[config.mk]
export PLATFORM = sky130hd
export DESIGN_NAME = pixel_stream_writer_flat
export DESIGN_NICKNAME = d
export VERILOG_FILES = /design/src/rtl/pixel_stream_writer_if.sv /design/src/rtl/pixel_stream_writer.sv /design/src/flat_wrapper.sv
export SDC_FILE = /design/constraint.sdc
export NUM_CORES = 1
export LEC_CHECK = 0
export CORE_UTILIZATION = 59
export CTS_BUF_LIST = sky130_fd_sc_hd__clkbuf_16
export CTS_CLUSTER_DIAMETER = 80
export DETAILED_ROUTE_END_ITERATION = 12
export GPL_TIMING_DRIVEN = 0
export HOLD_SLACK_MARGIN = 0.05
export PLACE_DENSITY = 0.9
export REMOVE_ABC_BUFFERS = 1
export SKIP_LAST_GASP = 1
export SLEW_MARGIN = 20
export SYNTH_ARGS = -nofsm -noshare
export SYNTH_HDL_FRONTEND = slang
export SYNTH_SLANG_ARGS = --single-unit
[constraint.sdc]
create_clock -name clk -period 3.5 [get_ports clk]
set_input_delay 0.525 -clock clk [delete_from_list [all_inputs] [get_ports clk]]
set_output_delay 0.525 -clock clk [all_outputs]
set_load 0.01 [all_outputs]
[src/rtl/pixel_stream_writer_if.sv]
// Bundles the serial video input, the write-window qualifier and the
// frame-memory write port of pixel_stream_writer.
//   master : the side that supplies serial bits, frame_start and wr_window
//            and observes the write port and status
//   slave  : pixel_stream_writer itself
// Ports carried:
//   bit_in, bit_valid        serial data bit and its qualifier
//   frame_start              single-cycle resync pulse
//   wr_window                frame memory may be written this cycle
//   wr_en, wr_addr, wr_data  frame-memory write port
//   fifo_level, overflow     queue occupancy and sticky drop flag
//   frame_done               pulse with the write of the last address
interface pixel_stream_writer_if #(
  parameter int ADDR_W = 10
);
  logic              bit_in;
  logic              bit_valid;
  logic              frame_start;
  logic              wr_window;
  logic              wr_en;
  logic [ADDR_W-1:0] wr_addr;
  logic [5:0]        wr_data;
  logic [1:0]        fifo_level;
  logic              overflow;
  logic              frame_done;

  modport master (
    output bit_in, bit_valid, frame_start, wr_window,
    input  wr_en, wr_addr, wr_data, fifo_level, overflow, frame_done
  );

  modport slave (
    input  bit_in, bit_valid, frame_start, wr_window,
    output wr_en, wr_addr, wr_data, fifo_level, overflow, frame_done
  );
endinterface

[src/rtl/pixel_stream_writer.sv]
// Deserialises a 1-bit video stream into RGB222 pixel words (MSB-first,
// first bit lands in bit 5) and writes them in raster order into the frame
// memory while the external write window is open. A 2-entry FIFO decouples
// bit arrival from window availability.
// Ports:
//   clk    system clock, all state on the rising edge
//   rst_n  asynchronous active-low reset
//   en     global enable; low freezes all state and silences strobes
//   bus    pixel_stream_writer_if.slave (stream in, write port out)
module pixel_stream_writer #(
  parameter int COLS   = 32,
  parameter int ROWS   = 24,
  parameter int ADDR_W = 10
) (
  input  logic                        clk,
  input  logic                        rst_n,
  input  logic                        en,
  pixel_stream_writer_if.slave        bus
);

  localparam logic [ADDR_W-1:0] LAST_ADDR = ADDR_W'(COLS * ROWS - 1);

  logic [5:0]        shift_q;
  logic [2:0]        bit_cnt;
  logic [5:0]        fifo_q [2];
  logic              wr_ptr;
  logic              rd_ptr;
  logic [1:0]        level;
  logic [ADDR_W-1:0] addr_cnt;
  logic              overflow_q;
  logic              wr_en_q;
  logic [ADDR_W-1:0] wr_addr_q;
  logic [5:0]        wr_data_q;
  logic              frame_done_q;

  logic [5:0] word;
  logic       push;
  logic       pop;
  logic       push_ok;
  logic       drop;

  assign word = {shift_q[4:0], bus.bit_in};

  // frame_start overrides both the deserialiser and the write stage.
  assign push    = en && bus.bit_valid && (bit_cnt == 3'd5) && !bus.frame_start;
  assign pop     = en && bus.wr_window && (level != 2'd0) && !bus.frame_start;
  // When full, a simultaneous pop frees the slot the new word lands in.
  assign push_ok = push && ((level != 2'd2) || pop);
  assign drop    = push && (level == 2'd2) && !pop;

  always_ff @(posedge clk or negedge rst_n) begin
    if (!rst_n) begin
      shift_q      <= '0;
      bit_cnt      <= '0;
      fifo_q[0]    <= '0;
      fifo_q[1]    <= '0;
      wr_ptr       <= 1'b0;
      rd_ptr       <= 1'b0;
      level        <= '0;
      addr_cnt     <= '0;
      overflow_q   <= 1'b0;
      wr_en_q      <= 1'b0;
      wr_addr_q    <= '0;
      wr_data_q    <= '0;
      frame_done_q <= 1'b0;
    end else if (!en) begin
      wr_en_q      <= 1'b0;
      frame_done_q <= 1'b0;
    end else if (bus.frame_start) begin
      shift_q      <= '0;
      bit_cnt      <= '0;
      wr_ptr       <= 1'b0;
      rd_ptr       <= 1'b0;
      level        <= '0;
      addr_cnt     <= '0;
      overflow_q   <= 1'b0;
      wr_en_q      <= 1'b0;
      frame_done_q <= 1'b0;
    end else begin
      if (bus.bit_valid) begin
        shift_q <= word;
        bit_cnt <= (bit_cnt == 3'd5) ? 3'd0 : bit_cnt + 3'd1;
      end

      if (push_ok) begin
        fifo_q[wr_ptr] <= word;
        wr_ptr         <= ~wr_ptr;
      end

      if (drop) overflow_q <= 1'b1;

      case ({push_ok, pop})
        2'b10:   level <= level + 2'd1;
        2'b01:   level <= level - 2'd1;
        default: level <= level;
      endcase

      if (pop) begin
        rd_ptr       <= ~rd_ptr;
        wr_en_q      <= 1'b1;
        wr_data_q    <= fifo_q[rd_ptr];
        wr_addr_q    <= addr_cnt;
        frame_done_q <= (addr_cnt == LAST_ADDR);
        addr_cnt     <= (addr_cnt == LAST_ADDR) ? '0 : addr_cnt + 1'b1;
      end else begin
        wr_en_q      <= 1'b0;
        frame_done_q <= 1'b0;
      end
    end
  end

  assign bus.wr_en      = wr_en_q;
  assign bus.wr_addr    = wr_addr_q;
  assign bus.wr_data    = wr_data_q;
  assign bus.fifo_level = level;
  assign bus.overflow   = overflow_q;
  assign bus.frame_done = frame_done_q;

endmodule

[src/flat_wrapper.sv]
// flat-port wrapper written by rule: the top's interface ports become plain ports
module pixel_stream_writer_flat 
#(
  parameter int COLS   = 32,
  parameter int ROWS   = 24,
  parameter int ADDR_W = 10
)
  (clk, rst_n, en, bus_bit_in, bus_bit_valid, bus_frame_start, bus_wr_window, bus_wr_en, bus_wr_addr, bus_wr_data, bus_fifo_level, bus_overflow, bus_frame_done);
  pixel_stream_writer_if #(.ADDR_W(ADDR_W)) bus_i ();
  input  logic clk;
  input  logic rst_n;
  input  logic en;
  input wire logic [$bits(bus_i.bit_in)-1:0] bus_bit_in;
  input wire logic [$bits(bus_i.bit_valid)-1:0] bus_bit_valid;
  input wire logic [$bits(bus_i.frame_start)-1:0] bus_frame_start;
  input wire logic [$bits(bus_i.wr_window)-1:0] bus_wr_window;
  output wire logic [$bits(bus_i.wr_en)-1:0] bus_wr_en;
  output wire logic [$bits(bus_i.wr_addr)-1:0] bus_wr_addr;
  output wire logic [$bits(bus_i.wr_data)-1:0] bus_wr_data;
  output wire logic [$bits(bus_i.fifo_level)-1:0] bus_fifo_level;
  output wire logic [$bits(bus_i.overflow)-1:0] bus_overflow;
  output wire logic [$bits(bus_i.frame_done)-1:0] bus_frame_done;
  assign bus_i.bit_in = bus_bit_in;
  assign bus_i.bit_valid = bus_bit_valid;
  assign bus_i.frame_start = bus_frame_start;
  assign bus_i.wr_window = bus_wr_window;
  assign bus_wr_en = bus_i.wr_en;
  assign bus_wr_addr = bus_i.wr_addr;
  assign bus_wr_data = bus_i.wr_data;
  assign bus_fifo_level = bus_i.fifo_level;
  assign bus_overflow = bus_i.overflow;
  assign bus_frame_done = bus_i.frame_done;
  pixel_stream_writer #(.COLS(COLS), .ROWS(ROWS), .ADDR_W(ADDR_W)) u_core (.clk(clk), .rst_n(rst_n), .en(en), .bus(bus_i));
endmodule
Run 1, track usage over the die:
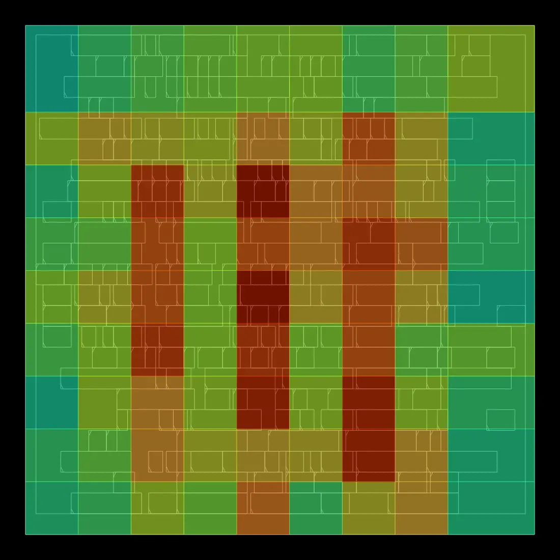
GRT met3 Usage: 0.0685
M1 GR Usage: 0.312
GR Layer Usage met2: 0.375
DR WL/cell: 15.5 µm
GR peak layer: met2

Run 1, metal 4:
Bar = 20 µm.
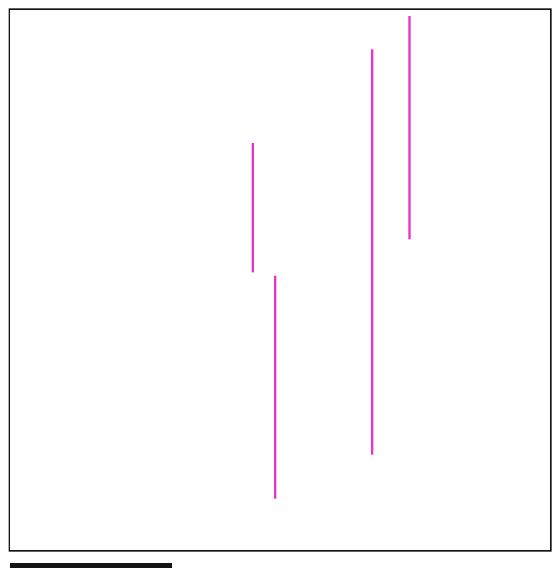
main direction: vertical
share of all routed wire: 2.5%

Run 1, where the registers sit:
Bar = 20 µm. Other sequential cells in the stronger gray, the rest of the logic in the fainter gray.
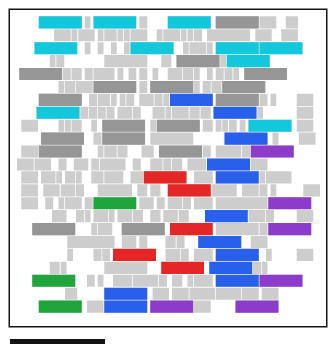
legend:
  `u_core.bus.wr_data`:
    color: purple
    flops: 6
  `u_core.shift_q`:
    color: red
    flops: 5
  `u_core.fifo_q`:
    color: blue
    flops: 12
  `u_core.bus.wr_addr`:
    color: cyan
    flops: 10
  `u_core.bit_cnt`:
    color: green
    flops: 3
post-layout util: 0.725
sequential share of cell area: 0.457
sequential cell area: 0.00133 mm²

-- run 1: logic make-up after synthesis --
| family | share of synthesized area |
|---|---|
| AND/OR/NAND/NOR | 0.178 |
| AND-OR/OR-AND | 0.143 |
| flip-flops | 0.540 |
| buffers and inverters | 0.0372 |
| multiplexers | 0.0973 |
| adder cells (fa/ha/maj) | 0.00509 |
-- run 1: critical path, stage by stage --
cell and delay, ns:
clkdlybuf4s50_1 0.86, nand3b_4 0.30, or2_1 0.75, inv_1 0.49, a32o_1 0.39
-- run 1: metrics by stage --
step | setup slack (ns) | hold slack, ns | util | std cells | instance area [µm²]
2_1_floorplan | 1.52 | 0.229 | - | 219 | 2400
3_3_place_gp | 0.100 | 0.459 | 0.683 | 296 | 2730
3_5_place_dp | 0.0774 | 0.462 | 0.682 | 296 | 2730
4_1_cts | 0.381 | 0.288 | 0.725 | 304 | 2900
5_1_grt | 0.171 | 0.307 | 0.725 | 304 | 2900
6_report | 0.366 | 0.256 | 0.725 | 304 | 2900
-- run 1: final timing paths --
kind | slack (ns) | end | cells past startpoint | start
min reg2reg | 0.48 | u_core.bus.wr_addr[2] | 2 | u_core.bus.wr_addr[2]
min | 0.26 | u_core.bus.wr_addr[8] | 1 | rst_n
min in group clk | 0.48 | u_core.bus.wr_addr[2] | 2 | u_core.bus.wr_addr[2]
max reg2reg | 1.00 | u_core.addr_cnt[1] | 4 | u_core.bus.fifo_level[1]
max | 0.37 | u_core.addr_cnt[1] | 5 | bus_frame_start
max in group asynchronous | 2.81 | u_core.bus.wr_data[4] | 1 | rst_n
-- run 1: final cells by class --
type	instances	area, µm²
fill	285	1100
timing repair buffer	27	268
inverter	9	33.8
tap	50	62.6
sequential	53	1330
clock buffer	5	125
clock inverter	3	46.3
multi-input combinational	157	1040
==> GITHUB_STEP_SUMMARY, run 1 <==
### Yosys + OpenROAD results

| Metric | Value |
|---|---|
| Status | `finished clean` |
| Synth warn | `0` |
| Initial antenna violation count | `0` |
| Yosys top cell area share | `0.540` |
| Number of DRC markers in iteration 0 | `192` |
| Cell leakage power | `1.26 nW` |
| Routed Wire Length | `4720 µm` |
| Syn Area/Cell | `10.7 µm²` |
| Cts repair resizes | `0` |
| Cell type with the largest total area | `dfrtp_1` |
| Yosys reg bits | `53` |
| Die width | `~67 µm` |
| Worst Max-Slew Pin Slew | `about 0.94 ns` |
| Final ANT Viol Nets | `0` |
| Post-layout minimum cycle time | `about 3.1 ns` |
| Hold Fails Final Rpt | `0` |
| Rel. slew slack | `0.375` |
| Largest net degree at the start of global routing | `54` |
| Achievable Freq | `around 320 MHz` |
| Main flop type | `dfrtp_1` |
| Post-DP HPWL | `2890 µm` |
| Kind of critical path | `primary input to flop` |
| Sw Share | `0.220` |
| Via count | `1822` |
| Clock buffer depth | `2` |
| Synth Seq Share | `0.540` |
| Cell internal pwr | `1.02 mW` |
| Distinct lib cells used | `47` |
| Diode count | `0` |
| Top cells by count, synth | `dfrtp_1, nand2_1, o21ai_0, a21oi_1, inv_1` |
| Met2 Wirelength | `2270 µm` |
| CTS tree | `done` |
| Reg clk slew, reported paths | `0.07 ns` |
| Worst vdd ir | `0.000295 V` |
| # Cells Yosys | `230` |
| Endpoint class of the critical path | `flop` |
| Root buf cell | `clkbuf_16` |
| Synth Instances | `230` |
| RePlAce Congestion | `0.771` |
| Seq pwr | `0.651 mW` |
| Worst-path fanout max | `32` |
| Chip Area, Yosys | `0.00246 mm²` |
| Area delta synth->final | `18.1%` |
| DRC | `0` |
| Total CTS buffers | `5` |
| Post-CTS setup repair buffer count | `0` |
| Arrival @ worst endpoint | `3.31 ns` |
| CTS sink cnt | `around 53` |
| Highest metal used | `met4` |
| Max Cap Viol | `0` |
| Clk. pwr | `~0.56 mW` |
| Setup crit start kind | `primary input` |
| Top Layout Cells | `dfrtp_1, nand2_1, clkdlybuf4s50_1` |
| Core Area | `0.00400 mm²` |
| Largest reg by FF count | `u_core.fifo_q` |
| Max Clock Skew | `between 0.006 and 0.007 ns` |
| First-pass GRT wire length | `7810 µm` |
| Via density | `between 5 and 6` |
| Pwr/cell area | `450 mW/mm²` |
| Count of pins over their slew limit | `0` |
| Floorplan utilization | `0.614` |
| Port buffer count | `27` |
| Final-stage net count | `261` |
| Logic pwr share | `0.073` |
| GRT Total Usage | `0.241` |
| H-tree Lvls | `2` |
| Seq pwr share | `0.499` |
| Hold_buf cts | `0` |
| RSZ-0062 raised after global routing | `no` |
| Post-synth ARST share | `1.00` |
| Rows | `23` |
| Comb. pwr | `~0.096 mW` |
| Final setup TNS | `0 ns` |
| Clk network pwr share | `0.428` |
| Psw | `0.288 mW` |
| Total Power | `1.31 mW` |
| Cycle use final | `0.896` |
| Share of cells above drive strength 1 | `0.102` |
| Worst EP required | `roughly 3.7 ns` |
| Dominant logic cell type in the layout | `dfrtp_1` |
| Io pins | `28` |
| Met3 WL | `220 µm` |
| Wl on met1 | `2110 µm` |
| EDFF count, synth | `0` |
| Top pwr grp | `registers` |
| Latest clock arrival within the worst-skew pair | `0.30 ns` |
| Grt ovf | `0` |
| DIE AREA | `roughly 0.0044 mm²` |
| Max reg flops | `12` |
| Final setup vio count | `0` |
| Cell area after synthesis | `0.00246 mm²` |
| DR pass1 iterations | `4` |
| Chip height | `66.5 µm` |
| Yosys top cell by instances | `dfrtp_1` |
| Vias in the first global route | `1682` |
| Hold Path Class | `primary input to asynchronous set/reset pin` |
| Top cells by area | `dfrtp_1, nand2_1, o21ai_0, mux2_4, mux2_2` |
| Number of OpenROAD warnings | `25` |
==> inputs of run 2 (changes only) <==
- CTS_CLUSTER_DIAMETER: 80 -> 50
Run 2, selected gate families:
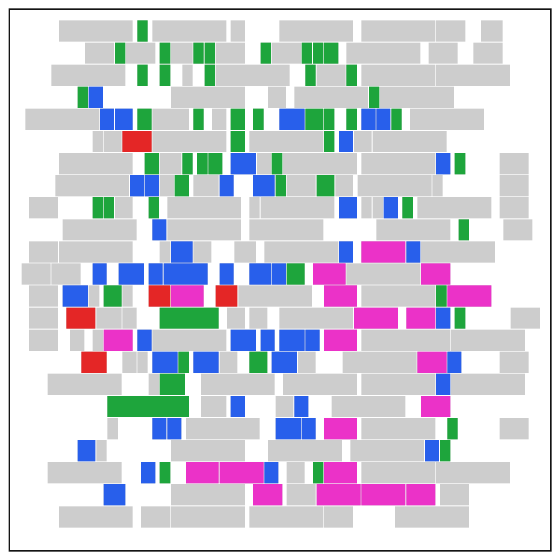
legend:
  multiplexers:
    color: magenta
    cells: 20
  AND-OR and OR-AND gates:
    color: red
    cells: 5
    where: middle left
  NAND gates:
    color: green
    cells: 53
  inverting AOI/OAI gates:
    color: blue
    cells: 49
fin cells: 304
combinational share of cell area: 0.358
dominant logic cell type in the layout: dfrtp_1

Run 2, where the registers sit:
Bar = 20 µm. Other sequential cells in the stronger gray, the rest of the logic in the fainter gray.
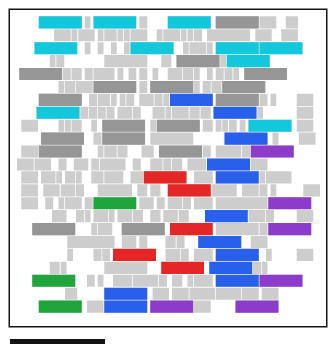
legend:
  `u_core.fifo_q`:
    color: blue
    flops: 12
  `u_core.bus.wr_addr`:
    color: cyan
    flops: 10
  `u_core.bus.wr_data`:
    color: purple
    flops: 6
  `u_core.shift_q`:
    color: red
    flops: 5
  `u_core.bit_cnt`:
    color: green
    flops: 3
not colored: 17

==> run 2 against run 1 <==
Worst hold slack unchanged; global-route usage is the same; critical path depth stayed put; highest routed layer unchanged; synthesized cell count unchanged; count of clock-buffer cells in the layout unchanged; fmax unchanged; non-clock buffer count unchanged.
==> GITHUB_STEP_SUMMARY, run 2 <==
### Yosys + OpenROAD results

| Metric | Value |
|---|---|
| Status | `finished clean` |
| DIE AREA | `0.00442 mm²` |
| Bufs w/o clock | `27` |
| CP top delay family | `buffers and inverters` |
| DRC | `0` |
| Worst Max-Slew Pin Slew | `0.937 ns` |
| Max reg flops | `12` |
| Cell type with the largest total area | `dfrtp_1` |
| Critical path cell sequence | `clkdlybuf4s50_1 > nand3b_4 > or2_1 > inv_1 > a32o_1` |
| Final setup vio count | `0` |
| Latest clock arrival within the worst-skew pair | `roughly 0.30 ns` |
| Post-synth ARST share | `1.00` |
| Synth Instances | `230` |
| Sequential share of cell area | `0.457` |
| Distinct lib cells used | `47` |
| Max Cap Viol | `0` |
| Yosys top cell by instances | `dfrtp_1` |
| Diode count | `0` |
| Yosys reg bits | `53` |
| R2r setup slk | `1.00 ns` |
| Worst EP required | `3.68 ns` |
| DR pass1 iterations | `4` |
| Final-stage net count | `between 200 and 300` |
| Main flop type | `dfrtp_1` |
| H-tree Lvls | `2` |
| CP peak stage delay | `~0.86 ns` |
| RePlAce Congestion | `roughly 0.77` |
| Syn Area/Cell | `10.7 µm²` |
| Clock buffer depth | `2` |
| Layout fillers | `roughly 290` |
| Pwr/cell area | `450 mW/mm²` |
| Cts repair resizes | `0` |
| Cell area after synthesis | `0.00246 mm²` |
| Area delta synth->final | `18.1%` |
| Inverters | `9` |
| Top cells by area | `dfrtp_1, nand2_1, o21ai_0, mux2_4, mux2_2` |
| Buffers and inverters on the worst path | `2` |
| Logic area | `0.00104 mm²` |
| First-pass GRT wire length | `about 7800 µm` |
| Cell leakage power | `1.26 nW` |
| Hold Fails Final Rpt | `0` |
| Hold_buf cts | `0` |
| Worst-path fanout max | `32` |
| CTS sink cnt | `approximately 53` |
| Synth Seq Share | `0.540` |
| CP max stage cell | `clkdlybuf4s50_1` |
| Reg clk slew, reported paths | `0.07 ns` |
| Number of DRC markers in iteration 0 | `192` |
| Worst vdd ir | `0.000295 V` |
| Port buffer count | `27` |
| Yosys top cell area share | `0.540` |
| Hold Path Class | `primary input to asynchronous set/reset pin` |
| Clock buffers | `5` |
| Count of pins over their slew limit | `0` |
| Rows | `23` |
| Post-CTS setup repair buffer count | `0` |
| RSZ-0062 raised after global routing | `no` |
| Buffering overhead | `0.0923` |
| Max Clock Skew | `between 0.006 and 0.007 ns` |
| Post-layout minimum cycle time | `3.13 ns` |
| Floorplan utilization | `0.614` |
| Number of OpenROAD warnings | `25` |
| Total CTS buffers | `5` |
| EDFF count, synth | `0` |
| Cycle use final | `0.896` |
| Vias in the first global route | `1682` |
| Final setup TNS | `0 ns` |
| Largest reg by FF count | `u_core.fifo_q` |
| Top cells by count, synth | `dfrtp_1, nand2_1, o21ai_0, a21oi_1, inv_1` |
| Grt ovf | `0` |
| Sequential cell area | `0.00133 mm²` |
| Achievable Freq | `319 MHz` |
| Arrival @ worst endpoint | `3.31 ns` |
| Clk tree area frac | `0.0591` |
| Top Layout Cells | `dfrtp_1, nand2_1, clkdlybuf4s50_1` |
| Io pins | `28` |
| Routed Wire Length | `between 4000 and 5000 µm` |
| Initial antenna violation count | `0` |
| Die width | `66.5 µm` |
| Share of cells above drive strength 1 | `0.102` |
| Synth warn | `0` |
| Setup crit start kind | `primary input` |
| Via count | `approximately 1800` |
| Chip Area, Yosys | `0.00246 mm²` |
| Post-DP HPWL | `2890 µm` |
| Final ANT Viol Nets | `0` |
| Kind of critical path | `primary input to flop` |
| Rel. slew slack | `0.375` |
| Total Power | `1.31 mW` |
| Chip height | `around 67 µm` |
| Largest net degree at the start of global routing | `54` |
| Flop count | `53` |
| Endpoint class of the critical path | `flop` |
| Leading cell kind | `sequential cells` |
| Placed insts | `296` |
| Tap cell count | `50` |
| Via density | `5.99` |
| Number of logic gates | `roughly 160` |
| # Cells Yosys | `230` |
[run 2: cell counts in the layout (fill, tap and decap cells not counted)]
No cell type changed its count.
[run 2: kinds of logic (layout without fill, tap and decap cells)]
group	count (synthesis)	count (layout)	synth area share
buffers and inverters	20	44	0.0372
and+or+nand+nor	82	82	0.178
adders and majority gates	1	1	0.00509
DFF	53	53	0.540
AOI/OAI and AO/OA	54	54	0.143
muxes	20	20	0.0973
[run 2: where the power goes]
group	internal, mW	switching (mW)
Combinational	0.0468	0.0491
Sequential	0.633	0.0179
Clock	0.338	0.221
Total	1.02	0.288
[run 2: final timing paths]
check	from	end	cells after the start
min in group clk	u_core.bus.wr_addr[2]	u_core.bus.wr_addr[2]	2
worst min register to register	u_core.bus.wr_addr[2]	u_core.bus.wr_addr[2]	2
worst min-delay path	rst_n	u_core.bus.wr_addr[8]	1
max in group asynchronous	rst_n	u_core.bus.wr_data[4]	1
worst max-delay path	bus_frame_start	u_core.addr_cnt[1]	5
worst max register to register	u_core.bus.fifo_level[1]	u_core.addr_cnt[1]	4
[run 2: per-layer routing]
metal / vias to the layer above / track usage / part of all wire
li1: 870 / - / -
met1: 889 / 0.312 / 0.45
met5: - / 0 / 0
met3: 12 / 0.0685 / 0.047
met4: 0 / 0.109 / 0.025
met2: 51 / 0.375 / 0.48
[run 2: per-stage QoR]
step	instance area [µm²]	utilization	worst slack [ns]	hold WS (ns)
floorplan	2400	-	1.52	0.229
global placement	2730	0.683	0.100	0.459
detailed placement	2730	0.682	0.0774	0.462
CTS	2900	0.725	0.381	0.288
global route	2900	0.725	0.171	0.307
finish	2900	0.725	0.366	0.256
==> inputs of run 3 (changes only) <==
- SETUP_SLACK_MARGIN: unset -> 0.15
Run 3, where the registers sit:
Bar = 20 µm. Other sequential cells in the stronger gray, the rest of the logic in the fainter gray.
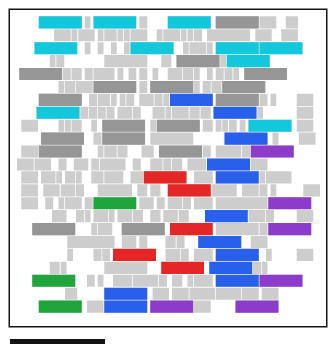
legend:
  `u_core.bus.wr_addr`:
    color: cyan
    flops: 10
  `u_core.bit_cnt`:
    color: green
    flops: 3
  `u_core.shift_q`:
    color: red
    flops: 5
  `u_core.bus.wr_data`:
    color: purple
    flops: 6
  `u_core.fifo_q`:
    color: blue
    flops: 12
not colored: 17

Run 3, routed metal, one color a layer:
Two of the layers only.
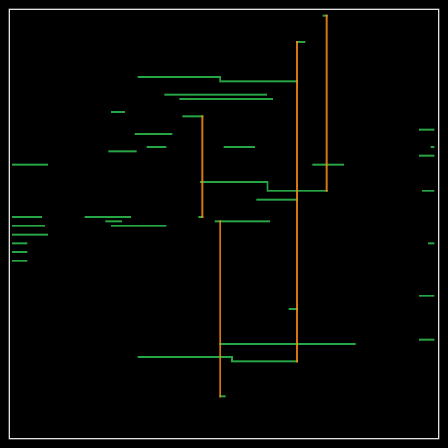
legend:
  met3:
    color: green
    wire_length: 221 µm
  met4:
    color: orange
    wire_length: 120 µm

==> run 3 against run 2 <==
Combinational power hardly changed; routed wire length unchanged; count of clock-buffer cells in the layout stayed put; register-to-register slack about the same; via count did not move; sequential power about the same; sequential cell count unchanged; worst hold slack stayed put; global-route usage unchanged; power is the same; fmax did not move; critical path type unchanged; largest power group unchanged.
==> GITHUB_STEP_SUMMARY, run 3 <==
### Yosys + OpenROAD results

| Metric | Value |
|---|---|
| Hold_buf cts | `0` |
| DRC | `0` |
| Final-stage net count | `261` |
| Yosys top cell by instances | `dfrtp_1` |
| Cts repair resizes | `0` |
| Worst vdd ir | `0.000295 V` |
| Chip height | `66.5 µm` |
| DIE AREA | `0.00442 mm²` |
| Total CTS buffers | `5` |
| DR WL/cell | `approximately 16 µm` |
| Rows | `23` |
| RSZ-0062 raised after global routing | `no` |
| Final ANT Viol Nets | `0` |
| CP peak stage delay | `approximately 0.86 ns` |
| Core Area | `roughly 0.0040 mm²` |
| Worst Max-Slew Pin Slew | `0.937 ns` |
| Max reg flops | `12` |
| Cell leakage power | `1.26 nW` |
| Sw Share | `0.220` |
| CP max stage cell | `clkdlybuf4s50_1` |
| CTS tree | `done` |
| Kind of critical path | `primary input to flop` |
| Dominant logic cell type in the layout | `dfrtp_1` |
| Psw | `0.288 mW` |
| Routed Wire Length | `4720 µm` |
| Cell area after synthesis | `0.00246 mm²` |
| Setup crit start kind | `primary input` |
| Worst-path fanout max | `32` |
| Distinct lib cells used | `47` |
| Port buffer count | `27` |
| Main flop type | `dfrtp_1` |
| RR Endpoint | `u_core.addr_cnt[1]` |
| First-pass GRT wire length | `7810 µm` |
| RePlAce Congestion | `a little under 0.8` |
| Clk. pwr | `0.559 mW` |
| Post-synth ARST share | `1.00` |
| Top Layout Cells | `dfrtp_1, nand2_1, clkdlybuf4s50_1` |
| Rel. slew slack | `0.375` |
| Latest clock arrival within the worst-skew pair | `0.30 ns` |
| Via count | `approximately 1800` |
| Number of OpenROAD warnings | `25` |
| Seq pwr | `0.651 mW` |
| GRT Total Usage | `0.241` |
| Reg2reg start | `u_core.bus.fifo_level[1]` |
| Buffers and inverters on the worst path | `2` |
| H-tree Lvls | `2` |
| Arrival @ worst endpoint | `around 3.3 ns` |
| Yosys reg bits | `around 53` |
| Count of pins over their slew limit | `0` |
| Max Clock Skew | `0.00603 ns` |
| Post-layout minimum cycle time | `approximately 3.1 ns` |
| Grt ovf | `0` |
| Hold Path Class | `primary input to asynchronous set/reset pin` |
| Clk network pwr share | `0.428` |
| Final setup TNS | `0 ns` |
| Status | `finished clean` |
| Top cells by count, synth | `dfrtp_1, nand2_1, o21ai_0, a21oi_1, inv_1` |
| Top pwr grp | `registers` |
| Area delta synth->final | `18.1%` |
| Syn Area/Cell | `approximately 11 µm²` |
| Initial antenna violation count | `0` |
| Worst EP required | `3.68 ns` |
| # Cells Yosys | `230` |
| Top cells by area | `dfrtp_1, nand2_1, o21ai_0, mux2_4, mux2_2` |
| Cell type with the largest total area | `dfrtp_1` |
| Io pins | `28` |
| Comb. pwr | `0.0959 mW` |
| Largest reg by FF count | `u_core.fifo_q` |
| Max Cap Viol | `0` |
| Synth Instances | `230` |
| Achievable Freq | `319 MHz` |
| Synth warn | `0` |
| Number of DRC markers in iteration 0 | `~190` |
| Floorplan utilization | `0.614` |
| Logic pwr share | `0.073` |
| Vias in the first global route | `1682` |
| Largest net degree at the start of global routing | `54` |
| CTS sink cnt | `between 50 and 60` |
| Endpoint class of the critical path | `flop` |
| Cell internal pwr | `1.02 mW` |
| EDFF count, synth | `0` |
| CP top delay family | `buffers and inverters` |
| Pwr/cell area | `approximately 450 mW/mm²` |
| Root buf cell | `clkbuf_16` |
| Reg2reg path depth | `4` |
| Share of cells above drive strength 1 | `0.102` |
| DR pass1 iterations | `4` |
| Die width | `66.5 µm` |
| Seq pwr share | `0.499` |
| Reg clk slew, reported paths | `0.07 ns` |
| Via density | `5.99` |
| Critical path cell sequence | `clkdlybuf4s50_1 > nand3b_4 > or2_1 > inv_1 > a32o_1` |
| Cycle use final | `0.896` |
| Post-DP HPWL | `2890 µm` |
| Final setup vio count | `0` |
| R2r setup slk | `1.00 ns` |
| Synth Seq Share | `0.540` |
| Diode count | `0` |
| Clock buffer depth | `2` |
| Total Power | `approximately 1.3 mW` |
| Yosys top cell area share | `0.540` |
| Chip Area, Yosys | `0.00246 mm²` |
| Post-CTS setup repair buffer count | `0` |
| Hold Fails Final Rpt | `0` |
-- run 3: final cells by class --
cell class / instances / area, µm²
clock buffer: 5 / 125
clock inverter: 3 / 46.3
fill: 285 / 1100
inverter: 9 / 33.8
multi-input combinational: 157 / 1040
sequential: 53 / 1330
tap: 50 / 62.6
timing repair buffer: 27 / 268
-- run 3: metrics by stage --
| stage | setup WS, ns | util | hold WS [ns] | instance area [µm²] | std cells |
|---|---|---|---|---|---|
| 4_1_cts | 0.381 | 0.725 | 0.288 | 2900 | 304 |
| 3_5_place_dp | 0.0774 | 0.682 | 0.462 | 2730 | 296 |
| 6_report | 0.366 | 0.725 | 0.256 | 2900 | 304 |
| 3_3_place_gp | 0.100 | 0.683 | 0.459 | 2730 | 296 |
| 5_1_grt | 0.171 | 0.725 | 0.307 | 2900 | 304 |
| 2_1_floorplan | 1.52 | - | 0.229 | 2400 | 219 |
-- run 3: routing by layer --
metal,global-route usage,vias to the layer above,routed length (µm)
li1,-,870,-
met1,0.312,889,2110
met2,0.375,51,2270
met3,0.0685,12,220
met4,0.109,0,119
met5,0,-,0
-- run 3: worst max path at each step --
stage	startpoint	to	slack, ns	depth (start not counted)
CTS	bus_frame_start	u_core.addr_cnt[1]	0.38	5
floorplan	bus_frame_start	u_core.addr_cnt[7]	1.52	5
detailed placement	bus_frame_start	u_core.addr_cnt[8]	0.08	6
finish	bus_frame_start	u_core.addr_cnt[1]	0.37	5
global placement	bus_frame_start	u_core.addr_cnt[7]	0.1	6
global route	bus_frame_start	u_core.addr_cnt[8]	0.17	6
-- run 3: logic make-up after synthesis --
kind of cell	after synthesis	synth area share
AOI/OAI and AO/OA	54	0.143
and+or+nand+nor	82	0.178
muxes	20	0.0973
adders and majority gates	1	0.00509
DFF	53	0.540
buffers and inverters	20	0.0372
No activity file was given, so power comes from the tool's default toggle rates.
